<file path="src/rtl/bomb_status_tracker.sv">
`default_nettype none
// ============================================================================
// Module   : bomb_status_tracker
// Purpose  : Per-module solve/mistake bookkeeping and outcome FSM for N modules.
// Revision : 1.0
// ============================================================================
module bomb_status_tracker #(
   parameter int N_MODULES   = 5,
   parameter int CNT_W       = 4,
   parameter int CHANCE_0    = 5,
   parameter int CHANCE_1    = 3,
   parameter int CHANCE_2    = 1,
   parameter int CHANCE_3    = 0,
   parameter int EDGE_DETECT = 1
) (
   input  logic                 clk,
   input  logic                 rst,
   input  logic [2:0]           current_state,
   input  logic [1:0]           mistake_chance,
   input  logic                 time_out,
   input  logic [N_MODULES-1:0] solved,
   input  logic [N_MODULES-1:0] mistake,
   output logic [CNT_W-1:0]     total_mistake_cnt,
   output logic [7:0]           chance_left_ascii,
   output logic [N_MODULES-1:0] solved_mask,
   output logic                 all_solved,
   output logic                 explode,
   output logic                 strike_pulse
);

   localparam int SUM_W = CNT_W + 4;
   localparam logic [SUM_W-1:0] c_CNT_MAX = SUM_W'((1 << CNT_W) - 1);
   localparam logic [2:0] c_GS_IDLE       = 3'b000;
   localparam logic [2:0] c_GS_ACTIVATING = 3'b001;
   localparam logic [2:0] c_GS_ACTIVATED  = 3'b010;

   typedef enum logic [1:0] {
      T_IDLE     = 2'd0,
      T_ARMED    = 2'd1,
      T_EXPLODED = 2'd2,
      T_DEFUSED  = 2'd3
   } track_state_t;

   track_state_t         r_state;
   logic [CNT_W-1:0]     r_cnt;
   logic [N_MODULES-1:0] r_mask;
   logic [N_MODULES-1:0] r_mistake_d;
   logic [SUM_W-1:0]     r_total_chance;
   logic                 r_explode;
   logic                 r_all_solved;
   logic                 r_strike;

   logic [N_MODULES-1:0] w_ev;
   logic [SUM_W-1:0]     w_inc;
   logic [SUM_W-1:0]     w_sum;
   logic [CNT_W-1:0]     w_next_cnt;
   logic [N_MODULES-1:0] w_next_mask;
   logic                 w_explode_cond;
   logic [SUM_W-1:0]     w_chance_sel;
   logic [SUM_W-1:0]     w_chance_left;
   logic [3:0]           w_chance_digit;

   always_comb begin
      w_ev = ((EDGE_DETECT != 0) ? (mistake & ~r_mistake_d) : mistake) & ~r_mask;
      w_inc = '0;
      for (int i = 0; i < N_MODULES; i++) begin
         w_inc = w_inc + SUM_W'(w_ev[i]);
      end
      // Sum is wide enough that a full burst of events cannot wrap before clamping
      w_sum          = SUM_W'(r_cnt) + w_inc;
      w_next_cnt     = (w_sum > c_CNT_MAX) ? c_CNT_MAX[CNT_W-1:0] : w_sum[CNT_W-1:0];
      w_next_mask    = r_mask | solved;
      w_explode_cond = (SUM_W'(w_next_cnt) > r_total_chance) || time_out;
   end

   always_comb begin
      case (mistake_chance)
         2'b00:   w_chance_sel = SUM_W'(CHANCE_0);
         2'b01:   w_chance_sel = SUM_W'(CHANCE_1);
         2'b10:   w_chance_sel = SUM_W'(CHANCE_2);
         default: w_chance_sel = SUM_W'(CHANCE_3);
      endcase
   end

   always_comb begin
      w_chance_left  = (SUM_W'(r_cnt) >= r_total_chance) ? '0 : (r_total_chance - SUM_W'(r_cnt));
      w_chance_digit = (w_chance_left > SUM_W'(9)) ? 4'd9 : w_chance_left[3:0];
   end

   always_ff @(posedge clk or posedge rst) begin
      if (rst) begin
         r_state        <= T_IDLE;
         r_cnt          <= '0;
         r_mask         <= '0;
         r_mistake_d    <= '0;
         r_total_chance <= '0;
         r_explode      <= 1'b0;
         r_all_solved   <= 1'b0;
         r_strike       <= 1'b0;
      end else begin
         r_mistake_d <= mistake;
         r_strike    <= 1'b0;
         if (current_state == c_GS_ACTIVATING) begin
            r_total_chance <= w_chance_sel;
         end
         if (current_state == c_GS_IDLE) begin
            r_state      <= T_IDLE;
            r_cnt        <= '0;
            r_mask       <= '0;
            r_explode    <= 1'b0;
            r_all_solved <= 1'b0;
            if (r_state == T_EXPLODED || r_state == T_DEFUSED) begin
               r_mistake_d <= '0;
            end
         end else begin
            case (r_state)
               T_IDLE: begin
                  r_cnt  <= '0;
                  r_mask <= '0;
                  if (current_state == c_GS_ACTIVATED) begin
                     r_state <= T_ARMED;
                  end
               end
               T_ARMED: begin
                  // Any other game state pauses tracking without leaving T_ARMED
                  if (current_state == c_GS_ACTIVATED) begin
                     r_cnt    <= w_next_cnt;
                     r_mask   <= w_next_mask;
                     r_strike <= (w_next_cnt != r_cnt);
                     if (w_explode_cond) begin
                        r_state   <= T_EXPLODED;
                        r_explode <= 1'b1;
                     end else if (&w_next_mask) begin
                        r_state      <= T_DEFUSED;
                        r_all_solved <= 1'b1;
                     end
                  end
               end
               default: begin
               end
            endcase
         end
      end
   end

   assign total_mistake_cnt = r_cnt;
   assign solved_mask       = r_mask;
   assign all_solved        = r_all_solved;
   assign explode           = r_explode;
   assign strike_pulse      = r_strike;
   assign chance_left_ascii = 8'd48 + {4'd0, w_chance_digit};

endmodule
`default_nettype wire

</file>
<file path="config.mk">
export PLATFORM = sky130hd
export DESIGN_NAME = bomb_status_tracker
export DESIGN_NICKNAME = d
export VERILOG_FILES = /design/src/rtl/bomb_status_tracker.sv
export SDC_FILE = /design/constraint.sdc
export NUM_CORES = 1
export LEC_CHECK = 0
export ABC_AREA = 1
export CAP_MARGIN = 20
export CORE_MARGIN = 5
export CORE_UTILIZATION = 53
export DETAILED_ROUTE_END_ITERATION = 10
export PLACE_DENSITY = 0.89
export SLEW_MARGIN = 5
export SYNTH_ARGS = -nofsm -noshare
export SYNTH_HDL_FRONTEND = slang
export SYNTH_SLANG_ARGS = --single-unit
</file>
<file path="constraint.sdc">
create_clock -name clk -period 6 [get_ports clk]
set_input_delay 1.5 -clock clk [delete_from_list [all_inputs] [get_ports clk]]
set_output_delay 1.5 -clock clk [all_outputs]
set_load 0.01 [all_outputs]
</file>
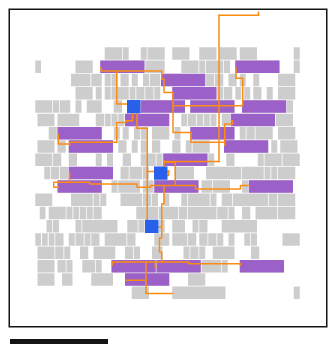
Figure 1: clock distribution.
The bar under the picture is 20 um long.
orange -> clock wires  # length 313 um
purple -> flip-flops  # count 22
blue -> cells driving clock nets  # count 3
routed clock nets = 4

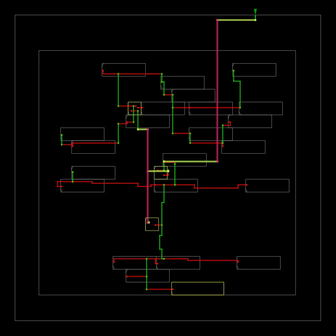
Figure 2: clock nets.
setup skew after layout: 2.16 ps
TritonCTS Buffers: 3
CTS Sinks: 22
Skew-Pair Late Insertion Delay: 320 ps

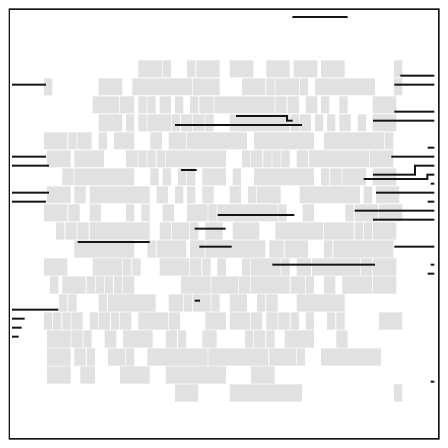
Figure 3: signal wires on met3.
main direction = horizontal
wire length on this layer = 210 um

==> impl_results.rst <==
Flow metrics
------------

.. list-table::
   :header-rows: 1

   * - Metric
     - Value
   * - Run status
     - finished, final reports clean
   * - Slew of the pin with the lowest slew margin
     - 818 ps
   * - Required time reported for the critical path endpoint
     - 6220 ps
   * - Worst hold path stage count
     - 2
   * - Met1 track demand over resource in global routing
     - 22.5%
   * - Number of antenna violations at the first check in global routing
     - 0
   * - Initial Utilization
     - 56.4%
   * - Met2 Use GR
     - 29.6%
   * - Most instantiated flip-flop cell in the synthesis netlist
     - sky130_fd_sc_hd__dfrtp_1
   * - Mean post-synth cell area
     - 7.99 sq um
   * - P_sw
     - 254 uW
   * - Largest family of logic cells by area
     - simple AND/OR/NAND/NOR gates
   * - Combinational Power
     - 327 uW
   * - Clock buffer count
     - 3
   * - Post-layout utilization of the core
     - 70.7%
   * - Biggest Area Class
     - combinational gates
   * - Setup bufs post-CTS
     - 0
   * - Area contributors post-synth
     - sky130_fd_sc_hd__dfrtp_1 (35%), sky130_fd_sc_hd__ha_1 (8.7%), sky130_fd_sc_hd__inv_1 (7.4%)
   * - Total wirelength of the detailed-routed design
     - 3.44 mm
   * - Detailed-route wire length per cell
     - 13.0 um
   * - Antenna-violating nets left
     - 0
   * - Critical path arrival
     - 5300 ps
   * - Cell types with the highest counts after synthesis
     - sky130_fd_sc_hd__inv_1 (31), sky130_fd_sc_hd__nand2_1 (27), sky130_fd_sc_hd__dfrtp_1 (22)
   * - Number of global-route vias before repair
     - 1315
   * - Multi-input logic area
     - 872 sq um
   * - List of cells traversed by the critical path
     - clkdlybuf4s50_1, inv_1, nor3_1, fa_1, fa_1, ha_1, fa_1, nand2_2, nand2_2, nand2_4, inv_4, nor2_4, inv_1, ha_1, nand3b_1, nand2_1, nand2_1, nand2_1, nor2_1, nand3_1, nand3_1, nand2_1
   * - Min-Delay Endpoint
     - all_solved$_DFFE_PP0P_
   * - Rows
     - 19
   * - Bufs and invs on worst path
     - 4
   * - Final estimated routing congestion in global placement
     - 0.882
   * - Warning total across the stage logs
     - 26
   * - Unique cell types
     - 30
   * - Setup Crit Path Kind
     - input port to register
   * - Number of buffers inserted for hold repair after clock tree synthesis
     - 0
   * - Final setup fails
     - 0
   * - Sequential share of the synthesized area
     - 34.8%
   * - Worst path depth
     - 22
   * - Fin Hold WS
     - 511 ps
   * - H-tree depth reported by CTS
     - 1
   * - Most frequent standard cell in the layout excluding fill and tap cells
     - sky130_fd_sc_hd__clkdlybuf4s50_1
Power is estimated from default activity; no workload was simulated.
